**config.mk**
```make
export PLATFORM = sky130hd
export DESIGN_NAME = hazard_ctrl_flat
export DESIGN_NICKNAME = d
export VERILOG_FILES = /design/src/rtl/cpu_pkg.sv /design/src/rtl/hazard_ctrl_if.sv /design/src/rtl/hazard_detect.sv /design/src/rtl/hazard_ctrl.sv /design/src/flat_wrapper.sv
export SDC_FILE = /design/constraint.sdc
export NUM_CORES = 1
export LEC_CHECK = 0
export ABC_AREA = 1
export CORE_MARGIN = 3
export CORE_UTILIZATION = 32
export CTS_CLUSTER_SIZE = 24
export DETAILED_ROUTE_END_ITERATION = 10
export GPL_TIMING_DRIVEN = 0
export PLACE_DENSITY = 0.61
export SLEW_MARGIN = 20
export SYNTH_ARGS = -nofsm -noshare
export SYNTH_HDL_FRONTEND = slang
export SYNTH_HIERARCHICAL = 1
export SYNTH_SLANG_ARGS = --single-unit
```
**constraint.sdc**
```tcl
create_clock -name clk -period 2.15 [get_ports clk]
set_input_delay 0.5375 -clock clk [delete_from_list [all_inputs] [get_ports clk]]
set_output_delay 0.5375 -clock clk [all_outputs]
set_load 0.1 [all_outputs]
```
**src/rtl/cpu_pkg.sv**
```systemverilog
// cpu_pkg: shared pipeline definitions for the hazard controller.
//   Opcode constants, forward-select encoding, controller state enum and
//   small decode helpers for instruction source usage and register matching.
package cpu_pkg;
    localparam logic [5:0] OP_RTYPE = 6'b000000;
    localparam logic [5:0] OP_J     = 6'b000010;
    localparam logic [5:0] OP_JAL   = 6'b000011;
    localparam logic [5:0] OP_BEQ   = 6'b000100;
    localparam logic [5:0] OP_BNE   = 6'b000101;
    localparam logic [5:0] OP_SW    = 6'b101011;

    typedef enum logic [1:0] {
        FWD_RF    = 2'b00,
        FWD_EXMEM = 2'b01,
        FWD_MEMWB = 2'b10
    } fwd_sel_t;

    typedef enum logic {
        RUN   = 1'b0,
        STALL = 1'b1
    } state_t;

    function automatic logic uses_rs(input logic [5:0] op);
        return !(op == OP_J || op == OP_JAL);
    endfunction

    function automatic logic uses_rt(input logic [5:0] op);
        return op inside {OP_RTYPE, OP_BEQ, OP_BNE, OP_SW};
    endfunction

    // Register 0 is hard-wired, so a producer targeting it never matches.
    function automatic logic reg_hit(input logic rw, input logic [4:0] rd, input logic [4:0] r);
        return rw && rd != 5'd0 && rd == r;
    endfunction
endpackage

```
**src/rtl/hazard_ctrl_if.sv**
```systemverilog
// hazard_ctrl_if: pipeline <-> hazard controller signal bundle.
//   IR_ID                      instruction in IDSeg
//   ex_rw/ex_mr/ex_rd          EX-stage producer (write, load, dest)
//   mem_rw/mem_mr/mem_rd       MEM-stage producer (write, load, dest)
//   ex_br_taken                branch in EX resolved taken
//   pc_we/ifid_we              PC and IF/ID write enables (0 = hold)
//   ifid_flush/idex_bubble     flush IF/ID, insert NOP into ID/EX
//   fwd_a/fwd_b                registered forward selects for EX
//   stall_cycles               saturating stall-cycle counter
//   master = pipeline side, slave = controller side.
interface hazard_ctrl_if;
    import cpu_pkg::*;
    logic [31:0] IR_ID;
    logic        ex_rw, ex_mr;
    logic [4:0]  ex_rd;
    logic        mem_rw, mem_mr;
    logic [4:0]  mem_rd;
    logic        ex_br_taken;
    logic        pc_we, ifid_we, ifid_flush, idex_bubble;
    fwd_sel_t    fwd_a, fwd_b;
    logic [15:0] stall_cycles;

    modport master (
        output IR_ID, ex_rw, ex_mr, ex_rd, mem_rw, mem_mr, mem_rd, ex_br_taken,
        input  pc_we, ifid_we, ifid_flush, idex_bubble, fwd_a, fwd_b, stall_cycles
    );
    modport slave (
        input  IR_ID, ex_rw, ex_mr, ex_rd, mem_rw, mem_mr, mem_rd, ex_br_taken,
        output pc_we, ifid_we, ifid_flush, idex_bubble, fwd_a, fwd_b, stall_cycles
    );
endinterface

```
**src/rtl/hazard_detect.sv**
```systemverilog
// hazard_detect: combinational RAW hazard detection for the IDSeg instruction.
//   IR_ID, ex_rw/ex_mr/ex_rd, mem_rw/mem_rd in; hazard flag and stall length n out.
//   HAZARD_FWD_EN defined: only load-use on the EX producer stalls, n=1.
//   HAZARD_FWD_EN undefined: EX match stalls 2 cycles, MEM match 1 cycle.
module hazard_detect
    import cpu_pkg::*;
(
    input  logic [31:0] IR_ID,
    input  logic        ex_rw,
    input  logic        ex_mr,
    input  logic [4:0]  ex_rd,
    input  logic        mem_rw,
    input  logic [4:0]  mem_rd,
    output logic        hazard,
    output logic [1:0]  n
);
    logic [5:0] op;
    logic [4:0] rs, rt;
    logic       ex_hit, mem_hit, unused_ir;

    assign op = IR_ID[31:26];
    assign rs = IR_ID[25:21];
    assign rt = IR_ID[20:16];
    assign unused_ir = ^IR_ID[15:0];

    assign ex_hit  = (uses_rs(op) && reg_hit(ex_rw, ex_rd, rs)) || (uses_rt(op) && reg_hit(ex_rw, ex_rd, rt));
    assign mem_hit = (uses_rs(op) && reg_hit(mem_rw, mem_rd, rs)) || (uses_rt(op) && reg_hit(mem_rw, mem_rd, rt));

`ifdef HAZARD_FWD_EN
    logic unused_mem;
    assign unused_mem = mem_hit;
    assign hazard = ex_hit && ex_mr;
    assign n = 2'd1;
`else
    logic unused_mr;
    assign unused_mr = ex_mr;
    assign hazard = ex_hit || mem_hit;
    assign n = ex_hit ? 2'd2 : 2'd1;
`endif
endmodule

```
**src/rtl/hazard_ctrl.sv**
```systemverilog
// hazard_ctrl: pipeline stall/flush controller with optional forwarding.
//   clk          rising-edge clock
//   rst          asynchronous active-low reset
//   bus          hazard_ctrl_if.slave (instruction, producers, branch in;
//                enables, flush/bubble, forward selects, stall counter out)
//   HAZARD_FWD_EN: enables registered forward selects and load-use-only stalls.
module hazard_ctrl
    import cpu_pkg::*;
(
    input  logic         clk,
    input  logic         rst,
    hazard_ctrl_if.slave bus
);
    state_t     state, state_n;
    logic [1:0] cnt, cnt_n, n;
    logic       hazard, hold, is_jump, unused_mem_mr;

    assign unused_mem_mr = bus.mem_mr;
    assign is_jump = !uses_rs(bus.IR_ID[31:26]);

    hazard_detect u_detect (
        .IR_ID  (bus.IR_ID),
        .ex_rw  (bus.ex_rw),
        .ex_mr  (bus.ex_mr),
        .ex_rd  (bus.ex_rd),
        .mem_rw (bus.mem_rw),
        .mem_rd (bus.mem_rd),
        .hazard (hazard),
        .n      (n)
    );

    always_ff @(posedge clk or negedge rst) begin
        if (!rst) begin
            state <= RUN;
            cnt   <= 2'd0;
        end else begin
            state <= state_n;
            cnt   <= cnt_n;
        end
    end

    // A taken branch wins; STALL ignores new hazards and counts down.
    always_comb begin
        state_n = bus.ex_br_taken ? RUN : (state == STALL) ? (cnt == 2'd1 ? RUN : STALL) : (hazard && n > 2'd1 ? STALL : RUN);
        cnt_n   = bus.ex_br_taken ? 2'd0 : (state == STALL) ? cnt - 2'd1 : (hazard && n > 2'd1 ? n - 2'd1 : cnt);
    end

    always_comb begin
        hold            = state == STALL || hazard;
        bus.pc_we       = bus.ex_br_taken || !hold;
        bus.ifid_we     = bus.ex_br_taken || !hold;
        bus.idex_bubble = bus.ex_br_taken || hold;
        bus.ifid_flush  = bus.ex_br_taken || (!hold && is_jump);
    end

    always_ff @(posedge clk or negedge rst) begin
        if (!rst)
            bus.stall_cycles <= 16'd0;
        else if (!bus.pc_we && bus.stall_cycles != 16'hFFFF)
            bus.stall_cycles <= bus.stall_cycles + 16'd1;
    end

`ifdef HAZARD_FWD_EN
    logic [5:0] op;
    logic [4:0] rs, rt;
    logic       ex_fw;
    fwd_sel_t   fa_n, fb_n;

    assign op    = bus.IR_ID[31:26];
    assign rs    = bus.IR_ID[25:21];
    assign rt    = bus.IR_ID[20:16];
    assign ex_fw = bus.ex_rw && !bus.ex_mr;

    // A bubble or flush sends a NOP down, which needs no forwarding.
    always_comb begin
        fa_n = bus.idex_bubble || bus.ifid_flush ? FWD_RF :
               uses_rs(op) && reg_hit(ex_fw, bus.ex_rd, rs) ? FWD_EXMEM :
               uses_rs(op) && reg_hit(bus.mem_rw, bus.mem_rd, rs) ? FWD_MEMWB : FWD_RF;
        fb_n = bus.idex_bubble || bus.ifid_flush ? FWD_RF :
               uses_rt(op) && reg_hit(ex_fw, bus.ex_rd, rt) ? FWD_EXMEM :
               uses_rt(op) && reg_hit(bus.mem_rw, bus.mem_rd, rt) ? FWD_MEMWB : FWD_RF;
    end

    always_ff @(posedge clk or negedge rst) begin
        if (!rst) begin
            bus.fwd_a <= FWD_RF;
            bus.fwd_b <= FWD_RF;
        end else begin
            bus.fwd_a <= fa_n;
            bus.fwd_b <= fb_n;
        end
    end
`else
    assign bus.fwd_a = FWD_RF;
    assign bus.fwd_b = FWD_RF;
`endif
endmodule

```
**src/flat_wrapper.sv**
```systemverilog
// flat-port wrapper written by rule: the top's interface ports become plain ports
module hazard_ctrl_flat import cpu_pkg::*;
  (clk, rst, bus_IR_ID, bus_ex_rw, bus_ex_mr, bus_ex_rd, bus_mem_rw, bus_mem_mr, bus_mem_rd, bus_ex_br_taken, bus_pc_we, bus_ifid_we, bus_ifid_flush, bus_idex_bubble, bus_fwd_a, bus_fwd_b, bus_stall_cycles);
  hazard_ctrl_if bus_i ();
  input  logic clk;
  input  logic rst;
  input wire logic [$bits(bus_i.IR_ID)-1:0] bus_IR_ID;
  input wire logic [$bits(bus_i.ex_rw)-1:0] bus_ex_rw;
  input wire logic [$bits(bus_i.ex_mr)-1:0] bus_ex_mr;
  input wire logic [$bits(bus_i.ex_rd)-1:0] bus_ex_rd;
  input wire logic [$bits(bus_i.mem_rw)-1:0] bus_mem_rw;
  input wire logic [$bits(bus_i.mem_mr)-1:0] bus_mem_mr;
  input wire logic [$bits(bus_i.mem_rd)-1:0] bus_mem_rd;
  input wire logic [$bits(bus_i.ex_br_taken)-1:0] bus_ex_br_taken;
  output wire logic [$bits(bus_i.pc_we)-1:0] bus_pc_we;
  output wire logic [$bits(bus_i.ifid_we)-1:0] bus_ifid_we;
  output wire logic [$bits(bus_i.ifid_flush)-1:0] bus_ifid_flush;
  output wire logic [$bits(bus_i.idex_bubble)-1:0] bus_idex_bubble;
  output wire logic [$bits(bus_i.fwd_a)-1:0] bus_fwd_a;
  output wire logic [$bits(bus_i.fwd_b)-1:0] bus_fwd_b;
  output wire logic [$bits(bus_i.stall_cycles)-1:0] bus_stall_cycles;
  assign bus_i.IR_ID = bus_IR_ID;
  assign bus_i.ex_rw = bus_ex_rw;
  assign bus_i.ex_mr = bus_ex_mr;
  assign bus_i.ex_rd = bus_ex_rd;
  assign bus_i.mem_rw = bus_mem_rw;
  assign bus_i.mem_mr = bus_mem_mr;
  assign bus_i.mem_rd = bus_mem_rd;
  assign bus_i.ex_br_taken = bus_ex_br_taken;
  assign bus_pc_we = bus_i.pc_we;
  assign bus_ifid_we = bus_i.ifid_we;
  assign bus_ifid_flush = bus_i.ifid_flush;
  assign bus_idex_bubble = bus_i.idex_bubble;
  assign bus_fwd_a = bus_i.fwd_a;
  assign bus_fwd_b = bus_i.fwd_b;
  assign bus_stall_cycles = bus_i.stall_cycles;
  hazard_ctrl u_core (.clk(clk), .rst(rst), .bus(bus_i));
endmodule
```
==> reports/qor.txt, run 1 <==
status = finished with violations
failing checks = negative setup slack
clock period minus worst slack = 2430 ps
Max-cap violations = 0
post-layout period usage = 1.13
Pre-antenna DRT Iters = 4
yosys warns = 6
Synth Flop Type = dfrtp_1
worst setup margin = -277 ps
Setup Viol. Count Final = 4
final clock skew = 3.07 ps
CTS tree = yes
Peak VDD IR = 0.757 mV
Pleak = 0.00129 uW
Buffers on Ports = 50
total internal power = 787 uW
H-Tree Depth = 1
register area share after synthesis = 0.259
clk slew on worst S/H paths = 70 ps
# nets final = 413
Least-Margin Pin Slew = 969 ps
CP Max Fanout = 4
unrepaired setup endpoints after global routing = yes
total die size = 6680 um^2
Hold/Removal Path Class = reg2reg
Hold Crit Start = u_core/bus.stall_cycles[1]
Clock Latency Late Sink = 250 ps
DRC violations left = 0
vias per cell = 4.49
vias = 1931
Hold WS = 530 ps
cell type with the largest total area = dfrtp_1
number of enable flip-flop cells = 0
die width = 81.7 um
Worst Setup Path Type = in2out
Reg2Reg Capture Point = u_core/bus.stall_cycles[5]
top cells by count = nand2_1 (112), inv_1 (40), nor2_1 (35)
crit path launch type = primary input
cts bufs inserted = 3
Synth area leaders = dfrtp_1 (26%), nand2_1 (23%), inv_1 (8.2%)
Critical Path Max Stage Delay = 200 ps
Hold Path Depth = 2
Synth top cell by count = nand2_1
P_sw = 935 uW
==> run 1: routing by layer <==
layer	global-route usage	routed length [um]
met4	0.0150	40
met3	0.0318	158
met2	0.232	2110
met5	0	0
met1	0.188	2120
==> run 1: repair_timing <==
item	4_1_cts	5_1_grt
gates cloned	0	0
pin swaps	35	12
buffers inserted	3	3
endpoints found under the setup margin	39	22
resized	185	18
==> run 1: placed cells by master, fill, tap and decap left out, types with 2 or more instances in the layout <==
cell type        count
o21ai_2              5
o21ai_0              7
buf_6                4
clkbuf_8             3
nand2_1            108
nand3b_1             2
dlygate4sd2_1       10
nor3_1               2
nand3_1             11
xnor2_1              9
inv_1               29
nand4_1              7
buf_12               6
a211oi_1             2
inv_2               13
nand2_2             14
buf_2               16
nand3_2              5
nor2_1              25
clkdlybuf4s50_1      2
nor2_2              10
dfrtp_2              2
xor2_1               2
ha_1                 3
conb_1               4
buf_4               15
clkdlybuf4s15_1      6
buf_8                2
dfrtp_1             17
nor2_4               8
==> run 1: how the worst max path moves through the flow <==
stage,from,end,slack [ps],cells after the start
after floorplan,bus_ex_rd[1],bus_ifid_flush,-60,11
after global placement,bus_ex_rd[3],bus_ifid_flush,-1730,14
after detailed placement,bus_ex_rd[3],bus_ifid_flush,-1720,14
after CTS,bus_mem_rd[1],bus_ifid_flush,-270,13
after global routing,bus_mem_rd[0],bus_ifid_flush,-410,13
final,bus_ex_rd[1],bus_ifid_flush,-280,13
==> run 1: flip-flops by register name, summed over array words and instances (netlist names) <==
name / cells
u_core/bus.stall_cycles: 16
u_core/state: 1
u_core/cnt: 2
==> run 1: power by group through the flow <==
| stage | registers (uW) | logic, uW | clock network (uW) |
|---|---|---|---|
| CTS | 511 | 954 | 263 |
| global placement | 521 | 989 | 0 |
| floorplan | 942 | 303 | 0 |
| detailed placement | 521 | 997 | 0 |
| global route | 526 | 1020 | 278 |
| finish | 511 | 963 | 249 |
==> run 1: metrics by stage <==
step / instance area (um^2) / TNS, ps / worst slack, ps / total power [uW] / instances
after floorplan: 1930 / -117 / -64.1 / 1240 / 300
final: 2580 / -829 / -277 / 1720 / 430
after global routing: 2580 / -1470 / -407 / 1830 / 430
after detailed placement: 2520 / -16720 / -1720 / 1520 / 420
after CTS: 2520 / -717 / -271 / 1730 / 427
after global placement: 2520 / -16450 / -1730 / 1510 / 420
==> run 1: cell families after synthesis <==
group | synth area share
compound gates | 0.0613
fa+ha+maj | 0.0205
flops | 0.259
xor+xnor | 0.0525
other cells | 0.00204
buf+inv | 0.127
simple gates | 0.478
==> run 1: worst register-to-register path: cells and delay by family, from the launching register on <==
kind            cells  cell delay, ps
compound gates      1              90
simple gates        4             630
fa+ha+maj           1             270
flops               1             410
buf+inv             1             100
==> run 1: area by class of cell <==
cell class,instances,area (um^2)
plain buffers,7,77.6
clock buffers,4,45.0
fillers,567,2750
inverters,44,180
multi-input cells,230,1220
flip-flops and latches,19,478
well taps,70,87.6
repair buffers,56,494
Run 1, cells coloured by class:
The bar under the picture is 20 um long. Fill, decap, tap and diode cells in grey.
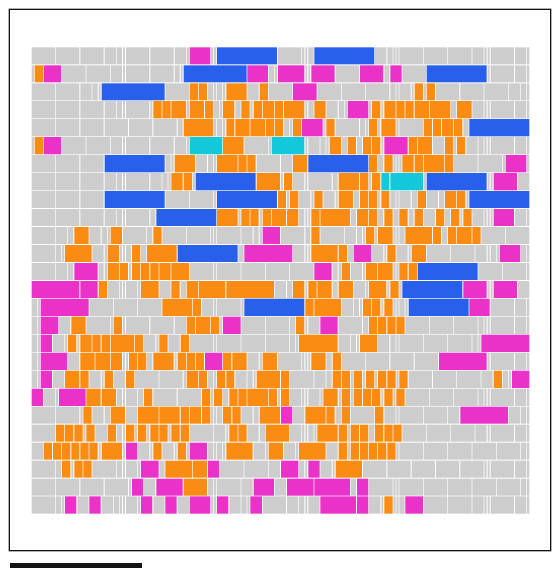
Key: remaining logic cells = orange [cells 274, share of their area 56%]; remaining buffers and delay cells = magenta [cells 63, share of their area 23%]; clock drivers and dummy loads = cyan [cells 4, share of their area 1.8%]; registers = blue [cells 19, share of their area 19%]
fin area: 2580 um^2
Row Count: 26

Run 1, routing congestion:
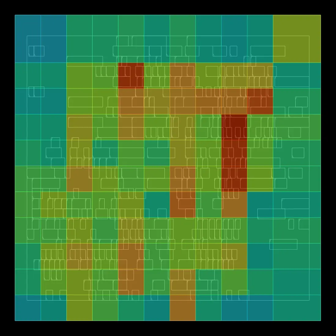
GR Util met3: 0.0318
Finished Core Util: 0.484
Most Crowded Layer GR: met2
grt met2 use: 0.232
GRT Overall Usage: 0.139

Run 1, local utilization:
The die is cut into 8 by 8 equal tiles; black is low, pale yellow is high, 0 to 100% covered.
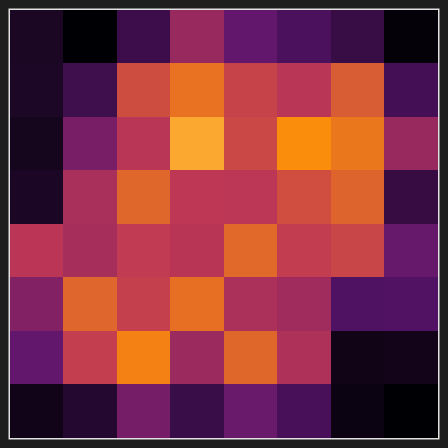
3.1% of the tiles are over 75% full. The densest ninth of the die: centre. The fullest tile reaches 81%.

==> inputs of run 2 (changes only) <==
Settings changed: HOLD_SLACK_MARGIN set to 0.05.
Run 2, routing congestion:
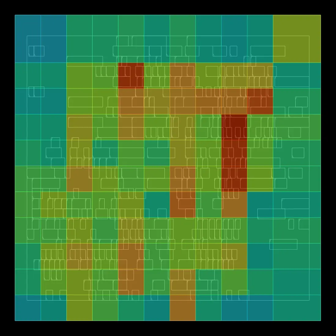
DR WL/cell: 10.3 um
met1 Use GR: 0.188

Run 2, metal layers overlaid:
The bar under the picture is 20 um long. Two of the layers only.
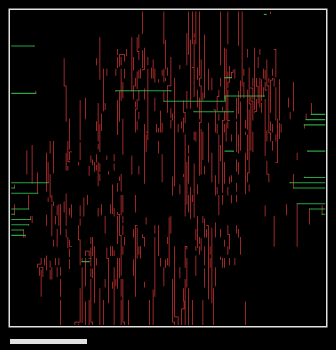
Key: M3 = green [wire length 159 um]; M2 = red [wire length 2110 um]

Run 2, sequential cells grouped by signal name:
The bar under the picture is 20 um long.
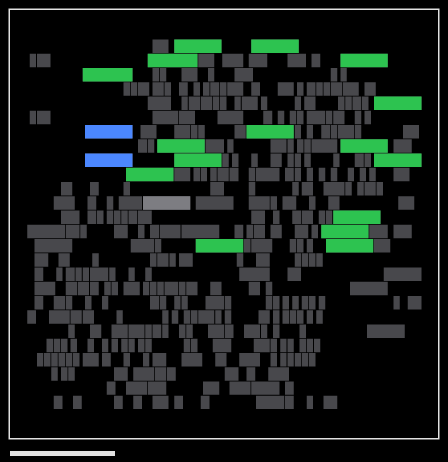
Key: `u_core/cnt` = blue [flops 2]; `u_core/bus.stall_cycles` = green [flops 16]

==> run 2 against run 1 <==
The run still ends with negative setup slack left. Worst setup slack unchanged. Clock-buffer cell count unchanged. Combinational power about the same. Sequential share of layout area did not move. Synthesized area unchanged. Global-route usage unchanged. Register-to-register slack is essentially flat. Clock skew did not move. Cell area unchanged. Critical path depth unchanged. Critical endpoint unchanged. Highest routed layer unchanged.
==> reports/qor.txt, run 2 <==
Critical Path Stages = 13 (unchanged)
setup_tns = -829 ps (unchanged)
fin cells = 430 (unchanged)
cts bufs inserted = 3 (unchanged)
CP Max Fanout = 4 (unchanged)
clock period minus worst slack = 2430 ps (unchanged)
CTS tree = yes
Worst Setup Path Type = in2out
Fillers = 567 (unchanged)
unrepaired setup endpoints after global routing = yes
clk slew on worst S/H paths = 70 ps (about the same)
die width = 81.7 um (unchanged)
Top reg by flops = u_core/bus.stall_cycles
Buffers on Ports = 50 (unchanged)
Hold WS = 530 ps (unchanged)
Max-cap violations = 0 (unchanged)
Area Overhead vs Synth = 40.6%
max FFs per register = 16 (unchanged)
final clock skew = 3.07 ps (unchanged)
Reg2Reg Capture Point = u_core/bus.stall_cycles[5]
top cells by count = nand2_1 (112), inv_1 (40), nor2_1 (35)
Clock Latency Late Sink = 250 ps (about the same)
crit path launch type = primary input
Largest regs = u_core/bus.stall_cycles: 16 flops, u_core/cnt: 2 flops, u_core/state: 1 flops
Pleak = 0.00129 uW (unchanged)
Row Count = 26 (unchanged)
GRT Overall Usage = 0.139 (unchanged)
vias per cell = 4.49 (unchanged)
most instantiated logic cells after routing = nand2_1 (108), inv_1 (29), nor2_1 (25)
# nets final = 413 (unchanged)
Top delay family on crit path = simple AND/OR/NAND/NOR gates
vias = 1931 (unchanged)
Peak VDD IR = 0.757 mV (unchanged)
status = finished with violations
Synth top cell by count = nand2_1
Critical Path Max Stage Delay = 200 ps (about the same)
Synth area leaders = dfrtp_1 (26%), nand2_1 (23%), inv_1 (8.2%)
worst setup margin = -277 ps (unchanged)
total die size = 6680 um^2 (unchanged)
DRC violations left = 0 (unchanged)
Post-DP Area = 2520 um^2 (unchanged)
total power draw = 1720 uW (unchanged)
Setup crit end = bus_ifid_flush
Pre-antenna DRT Iters = 4 (unchanged)
Setup Viol. Count Final = 4 (unchanged)
fin area = 2580 um^2 (unchanged)
failing checks = negative setup slack
Synth Flop Type = dfrtp_1
Placed Instances = 420 (unchanged)
number of enable flip-flop cells = 0 (unchanged)
==> run 2: cell counts in the layout (fill, tap and decap cells not counted) <==
No cell type changed its count.
==> run 2: cells by family (layout without fill, tap and decap cells) <==
kind of cell,Yosys count,after routing,share of synthesized area
buf+inv,51,111,0.127
other cells,1,4,0.00204
xor+xnor,11,11,0.0525
fa+ha+maj,3,3,0.0205
simple gates,195,195,0.478
flops,19,19,0.259
compound gates,17,17,0.0613
==> run 2: per-layer routing <==
layer  up-vias  part of all wire  global-route usage
li1       1029                 -                   -
met4         0            0.0090              0.0150
met1       867              0.48               0.188
met2        31              0.48               0.232
met5         -                 0                   0
met3         4             0.036              0.0318
==> run 2: worst min-delay path: stages (launching register included) <==
cell and delay (ps):
dfrtp_2 390, nand2_1 60, nand2_1 50
==> run 2: layout make-up <==
cell class | instances | area, um^2 | area share
timing repair buffer | 56 | 494 | 0.191
clock buffer | 4 | 45.0 | 0.0175
buffer | 7 | 77.6 | 0.0301
inverter | 44 | 180 | 0.0698
tap | 70 | 87.6 | 0.0339
sequential | 19 | 478 | 0.185
multi-input combinational | 230 | 1220 | 0.472
==> run 2: where the power goes <==
group          switching [uW]  internal [uW]
Clock                     117            132
Sequential               89.4            421
Combinational             729            234
==> run 2: metrics by stage <==
| stage | setup slack (ps) | utilization |
|---|---|---|
| after global placement | -1730 | 0.472 |
| after detailed placement | -1720 | 0.472 |
| final | -277 | 0.484 |
| after global routing | -407 | 0.484 |
| after CTS | -271 | 0.473 |
| after floorplan | -64.1 | - |
==> run 2: how the worst min path moves through the flow <==
stage | slack (ps) | to | depth (start not counted) | start
global route | 570 | u_core/bus.stall_cycles[1] | 2 | u_core/bus.stall_cycles[1]
finish | 530 | u_core/bus.stall_cycles[1] | 2 | u_core/bus.stall_cycles[1]
global placement | 520 | u_core/bus.stall_cycles[1] | 2 | u_core/bus.stall_cycles[1]
floorplan | 240 | u_core/bus.stall_cycles[0] | 0 | rst
CTS | 540 | u_core/bus.stall_cycles[1] | 2 | u_core/bus.stall_cycles[1]
detailed placement | 530 | u_core/bus.stall_cycles[1] | 2 | u_core/bus.stall_cycles[1]
==> run 2: repair_timing <==
action / in CTS / in global routing
buffers inserted: 3 / 3
pin swaps: 35 / 12
endpoints found under the hold margin: 0 / 0
gates cloned: 0 / 0
setup endpoints to repair: 39 / 22
resized: 185 / 18
Run 2, cells coloured by class:
The bar under the picture is 20 um long. Fill, decap, tap and diode cells in grey.
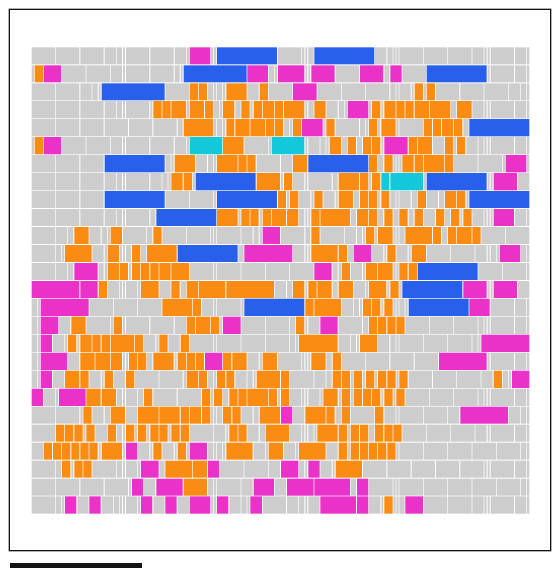

==> inputs of run 3 (changes only) <==
Settings changed: CTS_BUF_LIST set to sky130_fd_sc_hd__clkbuf_2 sky130_fd_sc_hd__clkbuf_4 sky130_fd_sc_hd__clkbuf_8.
Run 3, cells coloured by class:
The bar under the picture is 20 um long. Fill, decap, tap and diode cells in grey.
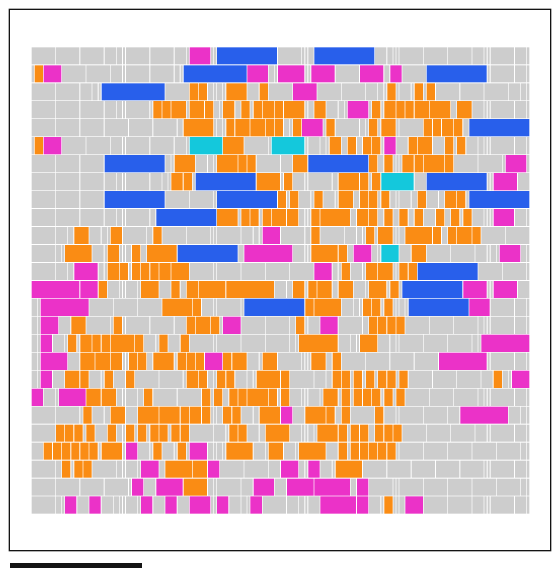
Key: registers = blue [cells 19, share of their area 19%]; clock drivers and dummy loads = cyan [cells 4, share of their area 2.0%]; remaining logic cells = orange [cells 274, share of their area 56%]; remaining buffers and delay cells = magenta [cells 63, share of their area 23%]

Run 3, local utilization:
The die is cut into 8 by 8 equal tiles; black is low, pale yellow is high, 0 to 100% covered.
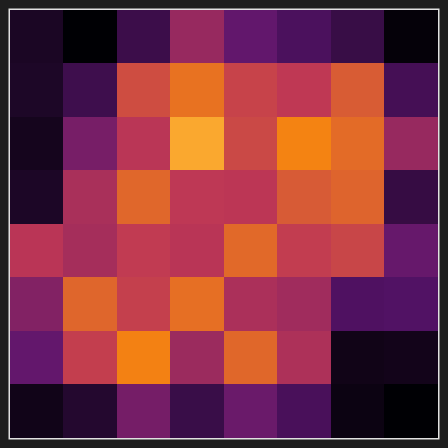
The emptiest ninth of the die: south-east. 1.6% of the tiles are over 75% full. The fullest tile reaches 81%. The mean over all tiles is 37%. The densest ninth of the die: centre. 4.7% of the tiles are nearly empty.
fp util: 0.344
Finished Core Util: 0.484
Core Area: 5340 um^2

Run 3, sequential cells grouped by signal name:
The bar under the picture is 20 um long.
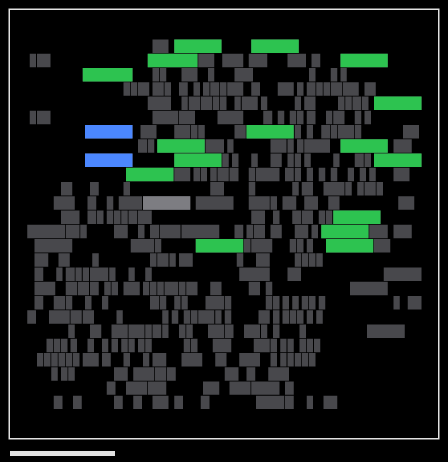
seq pwr: 512 uW
FF+latch area: 478 um^2
fraction of area in registers: 0.185

==> run 3 against run 2 <==
The flow still finishes with violations (negative setup slack). Critical path depth is the same. Clock power grew 5%. Cell area is essentially flat. Worst hold slack is essentially flat. Wire length shrank 0.16%. Critical path type unchanged. Via count shrank 0.52%. Worst setup slack is essentially flat. Sequential share of layout area is essentially flat. First-iteration DRC count grew 2.4%. Synthesized area is the same. Clock skew grew 0.67 ps.
==> reports/qor.txt, run 3 <==
vias = 1921 (-0.52%)
cts bufs inserted = 3 (unchanged)
die width = 81.7 um (unchanged)
crit path launch type = primary input
failing checks = negative setup slack
Pleak = 0.00129 uW (+0.23%)
worst setup margin = -277 ps (-0.0930 ps)
most instantiated logic cells after routing = nand2_1 (108), inv_1 (29), nor2_1 (25)
status = finished with violations
Synth top cell by count = nand2_1
Hold Path Depth = 2 (unchanged)
met3 WL post-DR = 163 um (+3.2%)
unrepaired setup endpoints after global routing = yes
clk slew on worst S/H paths = 70 ps (about the same)
switching power share of the total = 0.540 (-0.00257)
Buffers on Ports = 50 (unchanged)
top cells by count = nand2_1 (112), inv_1 (40), nor2_1 (35)
clock network power share = 0.151 (+0.007)
number of enable flip-flop cells = 0 (unchanged)
DR top layer = met4
Synth mux share = 0 (unchanged)
Synth Flop Type = dfrtp_1
total internal power = 796 uW (+1.1%)
Setup Viol. Count Final = 4 (unchanged)
Post-DP Area = 2520 um^2 (unchanged)
Clock Latency Late Sink = 250 ps (about the same)
vias per cell = 4.47 (-0.52%)
AO/OA Area Share = 0.0613 (unchanged)
final clock skew = 3.75 ps (+0.671 ps)
Critical Path Max Stage Delay = 200 ps (about the same)
clock period minus worst slack = 2430 ps (+0.0930 ps)
total die size = 6680 um^2 (unchanged)
Pre-antenna DRT Iters = 4 (unchanged)
Top reg by flops = u_core/bus.stall_cycles
DRC violations left = 0 (unchanged)
==> run 3: cell types whose count changed in the layout (fill, tap and decap cells not counted), sizes merged <==
cell / delta
clkbuf: +1
clkdlybuf4s15: -1
==> run 3: cell families after synthesis <==
group | Yosys count
AOI/OAI and AO/OA | 17
and+or+nand+nor | 195
adders and majority gates | 3
xor gates and xnor gates | 11
buffers and inverters | 51
DFF | 19
other | 1
==> run 3: power groups by stage <==
stage,clock network (uW),logic (uW),registers (uW)
floorplan,0,303,942
global placement,0,989,521
detailed placement,0,997,521
CTS,276,953,511
global route,290,1020,526
finish,261,959,512
==> run 3: cell type report <==
class | instances | area, um^2
repair buffers | 56 | 489
multi-input cells | 230 | 1220
flip-flops and latches | 19 | 478
fillers | 568 | 2760
well taps | 70 | 87.6
inverters | 44 | 180
clock buffers | 4 | 48.8
plain buffers | 7 | 77.6
==> run 3: worst paths after layout <==
path                                       startpoint                    endpoint  slack, ps
min in group asynchronous                         rst  u_core/bus.stall_cycles[8]        790
max                                      bus_ex_rd[1]              bus_ifid_flush       -280
max in group asynchronous                         rst  u_core/bus.stall_cycles[0]        740
min                        u_core/bus.stall_cycles[1]  u_core/bus.stall_cycles[1]        530
max reg2reg                u_core/bus.stall_cycles[0]  u_core/bus.stall_cycles[5]        550
min reg2reg                u_core/bus.stall_cycles[1]  u_core/bus.stall_cycles[1]        530
==> run 3: per-stage QoR <==
step                      hold WS (ps)  worst slack, ps
after global placement             516            -1730
after global routing               571             -407
after CTS                          544             -271
after floorplan                    242            -64.1
after detailed placement           530            -1720
final                              530             -277
==> run 3: worst register-to-register path, delay by kind of cell (launching register included) <==
| family | cells | cell delay, ps |
|---|---|---|
| AOI/OAI and AO/OA | 1 | 90 |
| and+or+nand+nor | 4 | 640 |
| buffers and inverters | 1 | 100 |
| DFF | 1 | 420 |
| adders and majority gates | 1 | 270 |
==> run 3: repair_timing <==
item                       in CTS  in global routing
setup buffers                   3                  3
setup endpoints to repair      39                 22
pin swaps                      35                 12
resized                       185                 19
==> run 3: metal layers <==
metal,global-route usage,vias up
li1,-,1031
met1,0.188,857
met2,0.233,31
met3,0.0318,2
met4,0.00997,0
met5,0,-
No activity file was given, so power comes from the tool's default toggle rates.
